`src/rtl/score_pkg.sv`:
```
// score_pkg: segment encodings, FSM states and BCD compare shared by the score display.
package score_pkg;
  localparam int MAX_DIGITS = 8;
  localparam logic [6:0] SEG_BLANK = 7'h7F;
  // Active-low, bit order {g,f,e,d,c,b,a}.
  localparam logic [6:0] SEG_DIGIT [10] = '{
    7'h40, 7'h79, 7'h24, 7'h30, 7'h19, 7'h12, 7'h02, 7'h78, 7'h00, 7'h10
  };
  typedef enum logic [1:0] {PLAY, CMP, OVER} state_e;
  // The first differing digit from the MSD decides; callers zero-extend narrower scores.
  function automatic logic bcd_gt(input logic [4*MAX_DIGITS-1:0] a, input logic [4*MAX_DIGITS-1:0] b);
    logic gt, done;
    gt = 1'b0;
    done = 1'b0;
    for (int i = MAX_DIGITS - 1; i >= 0; i--)
      if (!done && a[4*i+:4] != b[4*i+:4]) begin
        gt = a[4*i+:4] > b[4*i+:4];
        done = 1'b1;
      end
    return gt;
  endfunction
endpackage

```
`src/rtl/score_board_seg7_digit.sv`:
```
// seg7_digit: one BCD digit to active-low seven segments.
//   bcd_i   digit value; values above 9 show blank
//   blank_i force blank
//   seg_o   active-low segments {g,f,e,d,c,b,a}
module seg7_digit
  import score_pkg::*;
(
  input  logic [3:0] bcd_i,
  input  logic       blank_i,
  output logic [6:0] seg_o
);
  assign seg_o = (blank_i || bcd_i > 4'd9) ? SEG_BLANK : SEG_DIGIT[bcd_i];
endmodule

```
`src/rtl/score_board.sv`:
```
// score_board: best-score keeper and HEX display driver for the BCD score counters.
//   clk, reset  clock, synchronous active-high reset (clears best too)
//   score_bcd   current score, digit 0 in [3:0]
//   score_ovf   carry out of the top digit counter
//   game_over   level, high while the game is over
//   hex_cur     active-low segments of the current score
//   hex_best    active-low segments of the best score (blinks on a new record)
//   best_bcd    best score
//   new_record  last game set a new best
module score_board
  import score_pkg::*;
#(
  parameter int DIGITS     = 3,
  parameter int BLINK_BITS = 24
) (
  input  logic                  clk,
  input  logic                  reset,
  input  logic [4*DIGITS-1:0]   score_bcd,
  input  logic                  score_ovf,
  input  logic                  game_over,
  output logic [7*DIGITS-1:0]   hex_cur,
  output logic [7*DIGITS-1:0]   hex_best,
  output logic [4*DIGITS-1:0]   best_bcd,
  output logic                  new_record
);
  localparam logic [7*DIGITS-1:0] HEX_RESET = {{(DIGITS-1){SEG_BLANK}}, SEG_DIGIT[0]};
  state_e                state_q, state_d;
  logic [4*DIGITS-1:0]   best_q, best_d, eff, cur_src;
  logic                  rec_q, rec_d, maxed_q, maxed_d, go_q, gt, blink_off, z_c, z_b;
  logic [BLINK_BITS-1:0] blink_q, blink_d;
  logic [7*DIGITS-1:0]   hex_cur_q, hex_best_q, cur_seg, best_seg;
  logic [DIGITS-1:0]     cur_blank, best_blank;
  assign cur_src    = maxed_q ? {DIGITS{4'h9}} : score_bcd;
  assign gt         = bcd_gt((4*MAX_DIGITS)'(eff), (4*MAX_DIGITS)'(best_q));
  assign blink_off  = rec_q & blink_q[BLINK_BITS-1];
  assign hex_cur    = hex_cur_q;
  assign hex_best   = hex_best_q;
  assign best_bcd   = best_q;
  assign new_record = rec_q;
  // Invalid digits compare as 9; the leading-zero mask walks down from the MSD.
  always_comb begin
    eff = '0;
    cur_blank = '0;
    best_blank = '0;
    z_c = 1'b1;
    z_b = 1'b1;
    for (int i = 0; i < DIGITS; i++)
      eff[4*i+:4] = cur_src[4*i+:4] > 4'd9 ? 4'd9 : cur_src[4*i+:4];
    for (int i = DIGITS - 1; i > 0; i--) begin
      z_c = z_c & (cur_src[4*i+:4] == 4'd0);
      z_b = z_b & (best_q[4*i+:4] == 4'd0);
      cur_blank[i] = z_c;
      best_blank[i] = z_b;
    end
  end
  for (genvar g = 0; g < DIGITS; g++) begin : g_dig
    seg7_digit u_cur (.bcd_i(cur_src[4*g+:4]), .blank_i(cur_blank[g]), .seg_o(cur_seg[7*g+:7]));
    seg7_digit u_best (.bcd_i(best_q[4*g+:4]), .blank_i(best_blank[g] | blink_off), .seg_o(best_seg[7*g+:7]));
  end
  always_comb begin
    state_d = state_q;
    best_d = best_q;
    rec_d = rec_q;
    maxed_d = maxed_q;
    blink_d = '0;
    case (state_q)
      PLAY: begin
        maxed_d = maxed_q | score_ovf;
        state_d = (game_over && !go_q) ? CMP : PLAY;
      end
      CMP: begin
        best_d = gt ? eff : best_q;
        rec_d = gt;
        state_d = OVER;
      end
      OVER: begin
        state_d = game_over ? OVER : PLAY;
        rec_d = game_over & rec_q;
        maxed_d = game_over & maxed_q;
        blink_d = game_over ? blink_q + 1'b1 : '0;
      end
      default: state_d = PLAY;
    endcase
  end
  // Sampled even during reset so a level already high at release is not an edge.
  always_ff @(posedge clk) go_q <= game_over;
  always_ff @(posedge clk)
    if (reset) begin
      state_q <= PLAY;
      best_q <= '0;
      rec_q <= 1'b0;
      maxed_q <= 1'b0;
      blink_q <= '0;
      hex_cur_q <= HEX_RESET;
      hex_best_q <= HEX_RESET;
    end else begin
      state_q <= state_d;
      best_q <= best_d;
      rec_q <= rec_d;
      maxed_q <= maxed_d;
      blink_q <= blink_d;
      hex_cur_q <= cur_seg;
      hex_best_q <= best_seg;
    end
endmodule

```
`config.mk`:
```
export PLATFORM = sky130hd
export DESIGN_NAME = score_board
export DESIGN_NICKNAME = d
export VERILOG_FILES = /design/src/rtl/score_pkg.sv /design/src/rtl/score_board_seg7_digit.sv /design/src/rtl/score_board.sv
export SDC_FILE = /design/constraint.sdc
export NUM_CORES = 1
export LEC_CHECK = 0
export ABC_AREA = 1
export CORE_UTILIZATION = 55
export DETAILED_ROUTE_END_ITERATION = 8
export PLACE_DENSITY_LB_ADDON = 0.3
export SLEW_MARGIN = 20
export SYNTH_ARGS = -nofsm -noshare
export SYNTH_HDL_FRONTEND = slang
export SYNTH_SLANG_ARGS = --single-unit
```
`constraint.sdc`:
```
create_clock -name clk -period 6.2 [get_ports clk]
set_clock_uncertainty 0.2 [all_clocks]
set_input_delay 0.62 -clock clk [delete_from_list [all_inputs] [get_ports clk]]
set_output_delay 0.62 -clock clk [all_outputs]
set_load 0.01 [all_outputs]
```
Figure 1. Placement view.
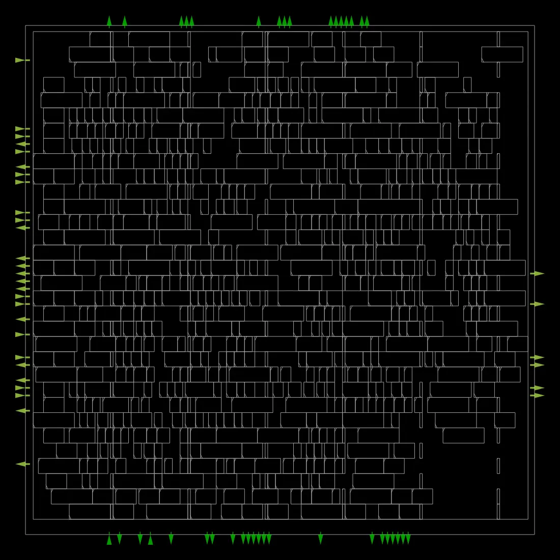
Core Box Area: 0.007687 mm2
n_taps: 102
# fillers: 664
Core Util, Final: 0.6904
row cnt: 32

Figure 2. Met3 routing.
The bar under the picture is 20 um long.
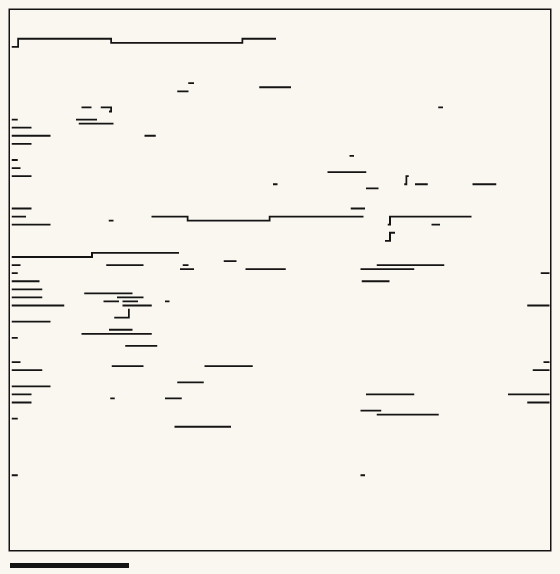
main direction = horizontal
share of all routed wire = 4.1%
wire length on this layer = 405 um
nets with wire on the layer = 69
longest straight run = 22.1 um
met3 GRT Util: 0.04293
via count: 4,079
WL final: 9965 um

[synth_stat cells]
library cell  number  area [um2]
or2_2              5       31.28
o21ai_0           38       190.2
ha_1              40       500.5
nand2_2            4       25.02
a31oi_1            2       12.51
nand3_1           32       160.2
a21oi_1           42       210.2
a211o_1            1       8.760
nand2_1          127       476.7
o21ai_1            2       10.01
inv_1             92       345.3
or3_1              2       12.51
nand2_4            1       11.26
dfxtp_1           83        1662
buf_2              1       5.000
o21bai_1           1       7.510
xor2_1             1       8.760
nor2_2             4       25.02
nor2_1            69       259.0
nor2_4             3       33.78
nor3_2             3       30.03
nand4_1            6       37.54
o211ai_1           5       37.54
clkbuf_1           7       26.28
nand3b_1           7       52.55
buf_4              2       15.01
nor3b_1            2       15.01
inv_2              3       11.26
buf_6              1       11.26
nand3_2            1       10.01
xnor2_1            1       8.760
or2_0              2       12.51
a211oi_1           3       22.52
nor3_1             9       45.04
a211oi_2           1       12.51
[worst paths after layout]
kind	slack, ns	cells after the start	end	from
worst min-delay path	0.27	2	state_q[0]$_SDFF_PP0_	go_q$_DFF_P_
worst max-delay path	2.38	20	best_bcd[4]$_SDFFE_PP0P_	score_bcd[1]
worst max register to register	2.62	18	best_bcd[4]$_SDFFE_PP0P_	maxed_q$_SDFFE_PP0P_
worst min register to register	0.27	2	state_q[0]$_SDFF_PP0_	go_q$_DFF_P_
[worst max-delay path, delay by kind of cell]
kind,cells,cell delay (ns)
fa+ha+maj,2,0.53
buf+inv,4,0.68
compound gates,1,0.16
simple gates,13,1.87
[power breakdown]
part	internal [mW]	switching, mW
clock	0.195	0.196
sequential	0.567	0.0189
combinational	0.110	0.133
total	0.872	0.347
[kinds of logic after synthesis]
| group | after synthesis |
|---|---|
| compound gates | 95 |
| xor+xnor | 2 |
| flops | 83 |
| buf+inv | 106 |
| fa+ha+maj | 40 |
| simple gates | 277 |
[metal layers]
metal / up-vias / global-route usage / routed length [um]
met4: 0 / 0.1177 / 224
met5: - / 0 / 0
li1: 2069 / - / -
met1: 1867 / 0.3125 / 4508
met3: 20 / 0.04293 / 405
met2: 123 / 0.4369 / 4828
[placed cells by master (no fill, tap or decap)]
cell	netlist	routed
a211o_1	1	1
a211oi_1	3	3
a211oi_2	1	1
a21oi_1	42	42
a31oi_1	2	2
bufinv_16	0	1
clkbuf_1	7	1
clkbuf_8	0	10
clkdlybuf4s50_1	0	70
clkinv_2	0	3
clkinvlp_4	0	1
dfxtp_1	83	83
ha_1	40	40
inv_1	92	92
inv_2	3	3
nand2_1	127	127
nand2_2	4	4
nand2_4	1	1
nand3_1	32	32
nand3_2	1	1
nand3b_1	7	7
nand4_1	6	6
nor2_1	69	69
nor2_2	4	4
nor2_4	3	3
nor3_1	9	9
nor3_2	3	3
nor3b_1	2	2
o211ai_1	5	5
o21ai_0	38	38
o21ai_1	2	2
o21bai_1	1	1
or2_0	2	2
or2_2	5	5
or3_1	2	2
xnor2_1	1	1
xor2_1	1	1
[final cells by class]
cell class              instances  share of cell area
flip-flops and latches         83              0.3131
inverters                      95             0.06719
well taps                     102             0.02405
multi-input cells             414              0.4272
repair buffers                 70              0.1320
clock inverters                 5            0.009901
clock buffers                  11             0.02664
==> reports/metrics.cfg <==
[status]
status=finished, final reports clean

[critical_path]
worstPathRequired_ns=6.25
critPathSlowestCell=nand3_1
critPathLaunchType=input port
worstSetupPathType=input port to flip-flop
worstPathCellList=clkdlybuf4s50_1, inv_1, nor2_1, inv_1, ha_1, o21ai_0, nand2_1, nand2_1, inv_1, ha_1, nand2_1, nand2_1, nand2_1, nand2_1, nand3_1, nand3_1, nand2_1, nand2_1, nand2_1, nor2_1
cpPeakStageDelay_ns=0.57
critPathMaxFanout=24
cpMostUsedCell=nand2_1
cp-end-kind=flip-flop

[final_timing]
worst_pin_slew_ns=0.8068
holdWs_ns=0.2690
layout_worst_path_cycle_share=0.6161
setup_violations=0
max_freq_ghz=0.2618
timing_hold_violations_final=0
slew_violations=0
setup_slack_ns=2.380
slew_headroom=0.4606
rsz0062_at_grt=false
fin_setup_tns_ns=0
finalCriticalPeriod_ns=3.820

[die]
io_pins=71
die_area_mm2=0.008256
fp.dieH_um=90.86
fp_util=0.5649

[route]
drt_iter0_markers=206
postRouteAntennaNets=0
viasPerCell=5.229
first_pass_iters=5
wl_per_cell_um=12.78

[cells_and_area]
largest_reg_flops=24
seq_area_mm2=0.001662
top_register=blink_q
fin_cells=780
n_antenna_cell=0
logic_area_mm2=0.002267
design_area_mm2=0.005308
drive_gt1_frac=0.05900
synthToLayoutAreaGrowth_pct=22.21

[power_and_ir_drop]
power_mw=1.219
p_leak_nw=2.296
vdd_drop_max_mv=0.1363
powerDensity_mw_per_mm2=229.7

[grt]
grt_pass1_vias=3951
overflow=0
track_usage=0.2554
grt_pass1_wl_um=17230
antenna_found_initial=0

[synthesis]
xor_area_frac=0.004033
fp_nets=659
syn-cell-area_mm2=0.004343
synth_stat.cells=603
synthTopLogicFamily=simple AND/OR/NAND/NOR gates
ys_seq_share=0.3826
syn_inst=603
compound_area_frac=0.1178
synthSimpleGateAreaFrac=0.2849
ys_area_mm2=0.004343
yosysWarnings=0
synth_area_per_cell_um2=7.202
adder_share=0.1152

[run]
tool_warnings=47
maxCapViolations=0

[clocking]
clock_sinks=83
cts_hold_buf=0
post-cts-setup-buffers=0
post_cts_resized=0
cts_made_buffers=9
cts_tree=built
insertion_delay_ns=0.35
cts_root_buffer=clkbuf_8
cts.clk_slew.worst_paths_ns=0.08
htreeDepth=3

[place]
numPortBuffers=70
dp.final_hpwl_um=7471
place_area_mm2=0.005114
gp_congestion=0.9137
dp.cells=764

[hold_path]
hp-class=flip-flop to flip-flop

